Fig. 1: run 1, M3 wires
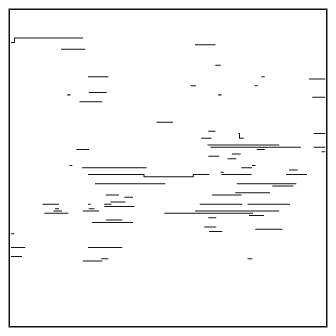
Fig. 2: run 1, M2 wires
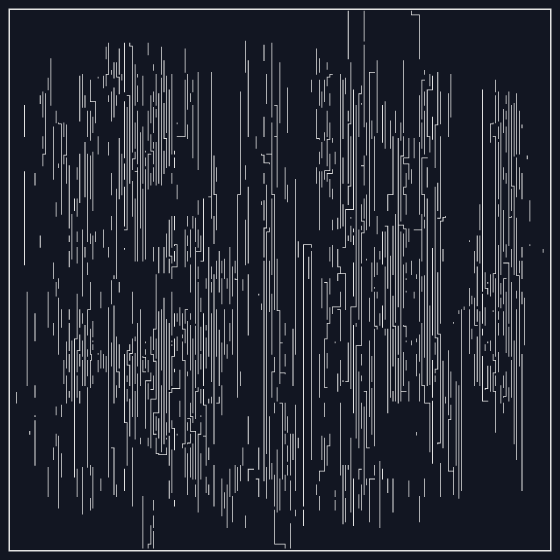
Fig. 3: run 1, M4 wires
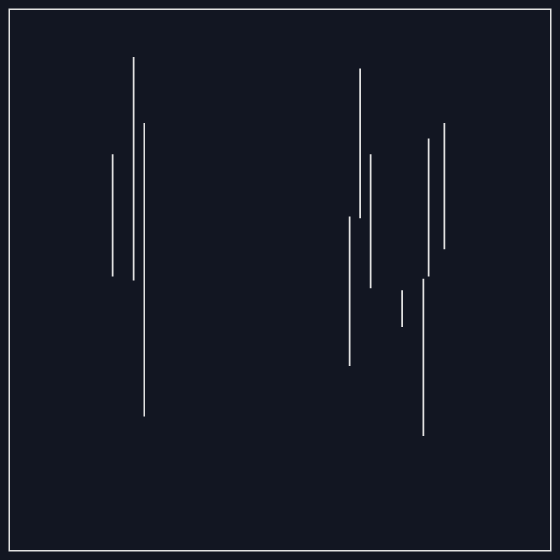
Fig. 4: run 1, met1 routing
Bar = 20 um.
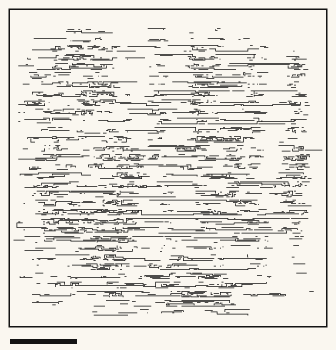
==> config.mk <==
export PLATFORM = sky130hd
export DESIGN_NAME = ps2_receiver
export DESIGN_NICKNAME = d
export VERILOG_FILES = /design/src/rtl/ps2_pkg.sv /design/src/rtl/ps2_fifo.sv /design/src/rtl/ps2_receiver.sv
export SDC_FILE = /design/constraint.sdc
export NUM_CORES = 1
export LEC_CHECK = 0
export ABC_AREA = 1
export ABC_CLOCK_PERIOD_IN_PS = 4800
export CAP_MARGIN = 40
export CORE_MARGIN = 2
export CORE_UTILIZATION = 60
export CTS_CLUSTER_DIAMETER = 100
export CTS_CLUSTER_SIZE = 10
export DETAILED_ROUTE_END_ITERATION = 6
export HOLD_SLACK_MARGIN = 0.06
export PLACE_DENSITY = 0.78
export SYNTH_ARGS = -nofsm -noshare
export SYNTH_HDL_FRONTEND = slang
export SYNTH_SLANG_ARGS = --single-unit
==> constraint.sdc <==
create_clock -name clk -period 4.8 [get_ports clk]
set_input_delay 1.44 -clock clk [delete_from_list [all_inputs] [get_ports clk]]
set_output_delay 1.44 -clock clk [all_outputs]
set_load 0.1 [all_outputs]
==> run summary, run 1 <==
fresh numbers from the pnr run: status finished clean, DRC violation count after routing 0, Critical Path Fanout Max 33, quantity of gates resized following cts 0, highest metal layer used by the detailed router met4, peak supply drop 0.0001685 V, antenna diode count 0, number of register bits inferred by synthesis 110, core outline area 7807 sq um, leakage component of the power 1.882 nW, final non-filler cell total 639, Met3 Routed Length 467 um, die area 8905 sq um, met1 layer wirelength in the final routing 4.057 mm, hold buffer count at cts 0, DRT Pass-1 Iters 5, stages on the worst setup path 7, largest net degree at the start of global routing 34, I/O Buffers 16, cell row count 32, number of max-slew violations in the final report 0, start-to-end type of the worst setup path reg -> out, pre-CTS WS 1.237 ns, count of max-cap constraint violations 0, leading cell types by total area after synthesis edfxtp_1, dfxtp_1, nor2_1, nand2_1, o21ai_0, busiest metal layer after global routing met2, width of the die 94.37 um, type of element launching the critical path register, detailed-route vias per instance 5.662, sequential area share after synthesis 58.02%, type of element capturing the critical path primary output, Required @ worst endpoint 3.36 ns, WL/cell 15.21 um, Top Ports 17, worst-case clock skew 0.01191 ns, wire length of the first global-routing pass 15.91 mm, Highest Clock Rate 252.1 MHz, measured slew at the worst slew-check pin 0.7565 ns, Period minus WS final 3.967 ns, sink count of the clock tree 110, share of the synthesized area in the top cell type 39.22%, Max Buffers Root-to-Sink 2, share of async-settable or async-resettable flops after synthesis 0%, data arrival time of the worst path 2.53 ns, Slew HR 49.51%, final design area excluding fillers 5378 sq um, overall overflow remaining after global route 0, dominant cell type by count on the critical path buf_4, Root Buffer Master clkbuf_8, fin nets 546, TritonCTS clock tree built, count of flip-flops with a built-in enable after synthesis 64, Hold Vio Cnt, Final 0, clock-pin transition on the worst setup and hold timing paths 0.11 ns, average cell area after synthesis 9.514 sq um
About Fig. 1:
main direction	horizontal
wire length on this layer	468 um
share of all routed wire	4.8%
met3 Track Usage GR: 3.591%
Routed Wire Length: 9.722 mm
total vias in the final route: 3618

About Fig. 2:
nets with wire on the layer	433
wire length on this layer	4930 um
global-route met2 utilization: 41.37%

About Fig. 3:
longest straight run	51.0 um
main direction	vertical

About Fig. 4:
longest straight run	30.4 um
main direction	horizontal
wire length on this layer	4060 um
nets with wire on the layer	515
GR Util met1: 28.60%

==> run 1: cell usage in the layout (no fill, tap or decap), drive strengths merged, types with 7 or more instances in the layout <==
| cell type | count |
|---|---|
| inv | 57 |
| edfxtp | 64 |
| nand3 | 18 |
| o22ai | 8 |
| buf | 13 |
| nand2 | 74 |
| or2 | 7 |
| nor2 | 98 |
| clkdlybuf4s50 | 8 |
| dfxtp | 46 |
| o21ai | 36 |
| clkbuf | 9 |
| nor3 | 16 |
| a31oi | 18 |
| ha | 8 |
| nor4 | 12 |
| a21oi | 17 |
| nand4 | 10 |
==> run 1: metrics by stage <==
step           util, %  hold slack [ns]  power (mW)
3_3_place_gp     65.56           0.3916       1.043
3_5_place_dp     66.30           0.4090       1.043
4_1_cts          68.88           0.4311       1.573
6_report         68.88           0.4249       1.567
5_1_grt          68.88           0.4404       1.607
2_1_floorplan        -           0.3895       1.034
==> run 1: kinds of logic after synthesis <==
kind of cell / count (synthesis) / synth area share, %
AND/OR/NAND/NOR: 240 / 23.90
flip-flops: 110 / 58.02
AND-OR/OR-AND: 80 / 8.912
XOR/XNOR: 9 / 1.762
buffers and inverters: 68 / 5.363
adder cells (fa/ha/maj): 8 / 2.043
==> run 1: layout make-up <==
class | instances | area [sq um] | share of cell area, %
Sequential cell | 110 | 2843 | 52.86
Timing Repair Buffer | 21 | 212.7 | 3.955
Tap cell | 102 | 127.6 | 2.373
Clock buffer | 9 | 123.9 | 2.303
Clock inverter | 7 | 77.57 | 1.443
Multi-Input combinational cell | 337 | 1794 | 33.36
Inverter | 53 | 198.9 | 3.699
==> run 1: where the power goes <==
part           internal, mW  switching [mW]  total [mW]
registers             0.989         0.00352       0.993
clock network         0.207           0.337       0.544
logic                0.0108          0.0186      0.0294
Fig. 5: run 1, congestion heat map
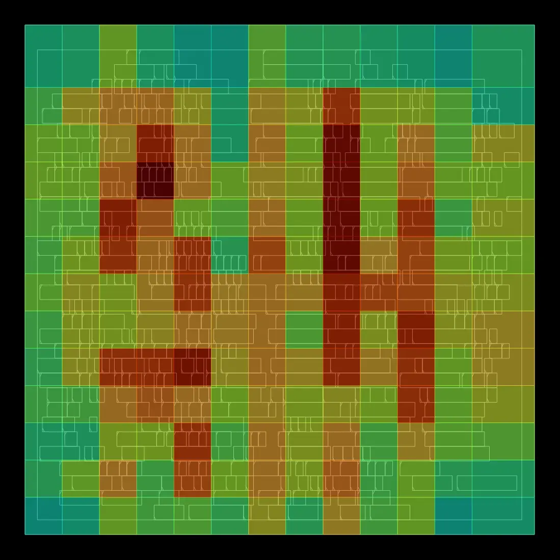

==> inputs of run 2 (changes only) <==
--- a/config.mk
+++ b/config.mk
@@ -6,15 +6,15 @@
 export NUM_CORES = 1
 export LEC_CHECK = 0
 export ABC_AREA = 1
-export ABC_CLOCK_PERIOD_IN_PS = 4800
+export ABC_CLOCK_PERIOD_IN_PS = 3590
 export CAP_MARGIN = 40
 export CORE_MARGIN = 2
-export CORE_UTILIZATION = 60
+export CORE_UTILIZATION = 55
 export CTS_CLUSTER_DIAMETER = 100
 export CTS_CLUSTER_SIZE = 10
 export DETAILED_ROUTE_END_ITERATION = 6
 export HOLD_SLACK_MARGIN = 0.06
-export PLACE_DENSITY = 0.78
+export PLACE_DENSITY = 0.76
 export SYNTH_ARGS = -nofsm -noshare
 export SYNTH_HDL_FRONTEND = slang
 export SYNTH_SLANG_ARGS = --single-unit
==> constraint.sdc (replaced) <==
create_clock -name clk -period 3.59 [get_ports clk]
set_input_delay 1.077 -clock clk [delete_from_list [all_inputs] [get_ports clk]]
set_output_delay 1.077 -clock clk [all_outputs]
set_load 0.1 [all_outputs]
Fig. 6: run 2, congestion heat map
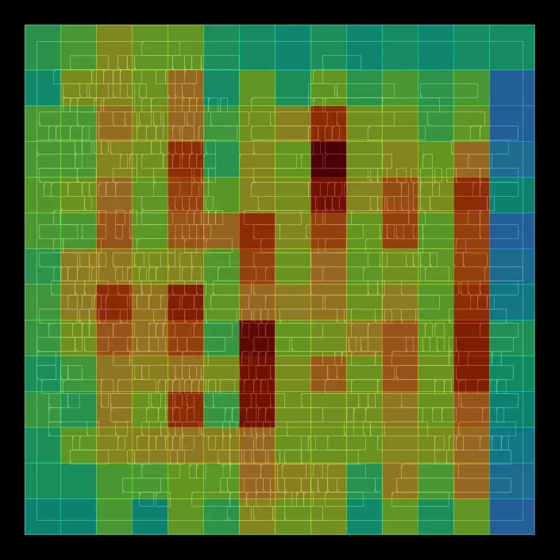
WL/cell: 14.86 um
global-route met2 utilization: 33.91%

Fig. 7: run 2, M2 wires
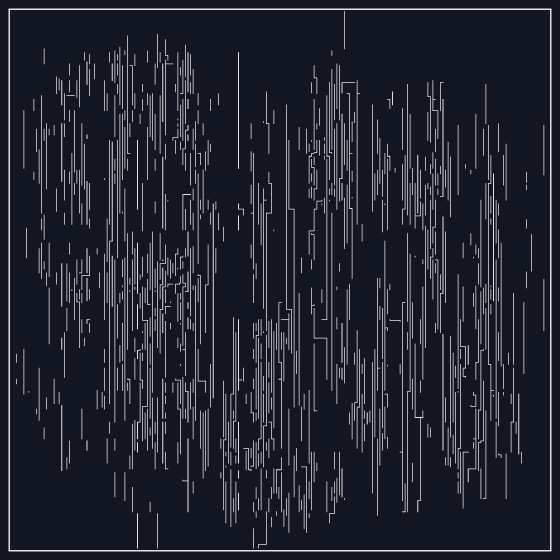
share of all routed wire	48%
nets with wire on the layer	440
longest straight run	37.2 um
wire length on this layer	4640 um
Routed Wire Length: 9.658 mm
total vias in the final route: 3605

==> run 2 against run 1 <==
  * Synthesized area stayed put
  * Wire length is 0.66% lower
  * Utilization is 5.3 points lower
  * Sequential share of layout area is 1.3 points lower
  * Combinational power is 38% higher
  * Register-to-register slack worse by 1.1 ns
  * Die size is 8.7% higher
  * Highest routed layer unchanged
==> run summary, run 2 <==
fresh numbers from the pnr run: Comb power frac 1.9% (about the same), Highest Clock Rate 306.8 MHz, Top Ports 17 (unchanged), sequential area share after synthesis 58.02% (unchanged), hold buffer count at cts 0 (unchanged), power dissipated by switching net loads 0.4897 mW (+36%), Critical Path Fanout Max 19 (-42%), count of max-cap constraint violations 0 (unchanged), Switching Fraction 23.25% (+0.34 points), PnR Total Power 2.106 mW (+34%), status finished clean, Hold Vio Cnt, Final 0 (unchanged), clock-pin transition on the worst setup and hold timing paths 0.12 ns (about the same), number of max-slew violations in the final report 0 (unchanged), number of register bits inferred by synthesis 110 (unchanged), stages on the worst setup path 6 (-1), proportion of power drawn by flip-flops and latches 63.0% (-0.4 points), width of the die 98.39 um (+4.3%), Max Buffers Root-to-Sink 2 (unchanged), type of element capturing the critical path primary output, leading cell types by total area after synthesis edfxtp_1, dfxtp_1, nor2_1, nand2_1, o21ai_0, core outline area 8678 sq um (+11%), leakage component of the power 1.944 nW (+3.3%), die area 9680 sq um (+8.7%), data arrival time of the worst path 2.18 ns (-0.35 ns), antenna diode count 0 (unchanged), pre-CTS WS 0.5946 ns (-0.6423 ns), quantity of gates resized following cts 0 (unchanged), DRT Pass-1 Iters 5 (unchanged), worst hold slack 0.4209 ns (-0.004078 ns), detailed-route vias per instance 5.546 (-2.0%), DRC violation count after routing 0 (unchanged), wire length of the first global-routing pass 15.93 mm (about the same), peak supply drop 0.0002473 V (+47%), average cell area after synthesis 9.514 sq um (unchanged), type of element launching the critical path register, share of total power in the clock network 35.1% (+0.4 points), share of async-settable or async-resettable flops after synthesis 0% (unchanged), Period minus WS final 3.259 ns, Required @ worst endpoint 2.51 ns (-0.85 ns), TritonCTS clock tree built, final design area excluding fillers 5518 sq um (+2.6%)
Fig. 8: run 2, M4 wires
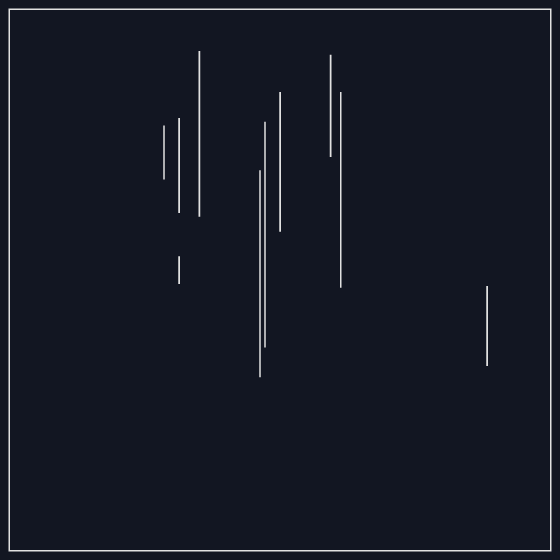
nets with wire on the layer	10
wire length on this layer	233 um
share of all routed wire	2.4%
longest straight run	40.8 um

[run 2: netlist changes by cell type in the layout (fill, tap and decap cells not counted)]
| cell | change |
|---|---|
| a31oi_2 | +6 |
| buf_12 | +8 |
| buf_16 | -1 |
| buf_4 | +3 |
| clkdlybuf4s50_1 | -3 |
| buf_8 | -2 |
| a31oi_1 | -6 |
[run 2: cell families (layout without fill, tap and decap cells)]
| group | Yosys count | in the layout | synth area share (%) |
|---|---|---|---|
| and+or+nand+nor | 240 | 240 | 23.90 |
| DFF | 110 | 110 | 58.02 |
| AOI/OAI and AO/OA | 80 | 80 | 8.912 |
| buffers and inverters | 68 | 95 | 5.363 |
| xor gates and xnor gates | 9 | 9 | 1.762 |
| adders and majority gates | 8 | 8 | 2.043 |
[run 2: power groups by stage]
stage | registers [mW] | logic, mW | clock network, mW
2_1_floorplan | 1.35 | 0.0283 | 0
3_3_place_gp | 1.36 | 0.0389 | 0
3_5_place_dp | 1.36 | 0.0403 | 0
4_1_cts | 1.33 | 0.0407 | 0.752
5_1_grt | 1.33 | 0.0451 | 0.796
6_report | 1.33 | 0.0406 | 0.738
[run 2: cell type report]
type                       instances  area [sq um]  area share (%)
timing repair buffer              26         307.8           5.578
inverter                          53         198.9           3.605
clock buffer                       9         123.9           2.245
sequential                       110          2843           51.52
multi-input combinational        337          1832           33.20
clock inverter                     7         77.57           1.406
tap                              108         135.1           2.449
[run 2: routing by layer]
layer	up-vias	GRT usage (%)	part of all wire, %
li1	1804	-	-
met1	1674	26.86	44
met2	106	33.91	48
met3	21	4.009	5.2
met4	0	8.957	2.4
met5	-	0	0
No activity file was given, so power comes from the tool's default toggle rates.
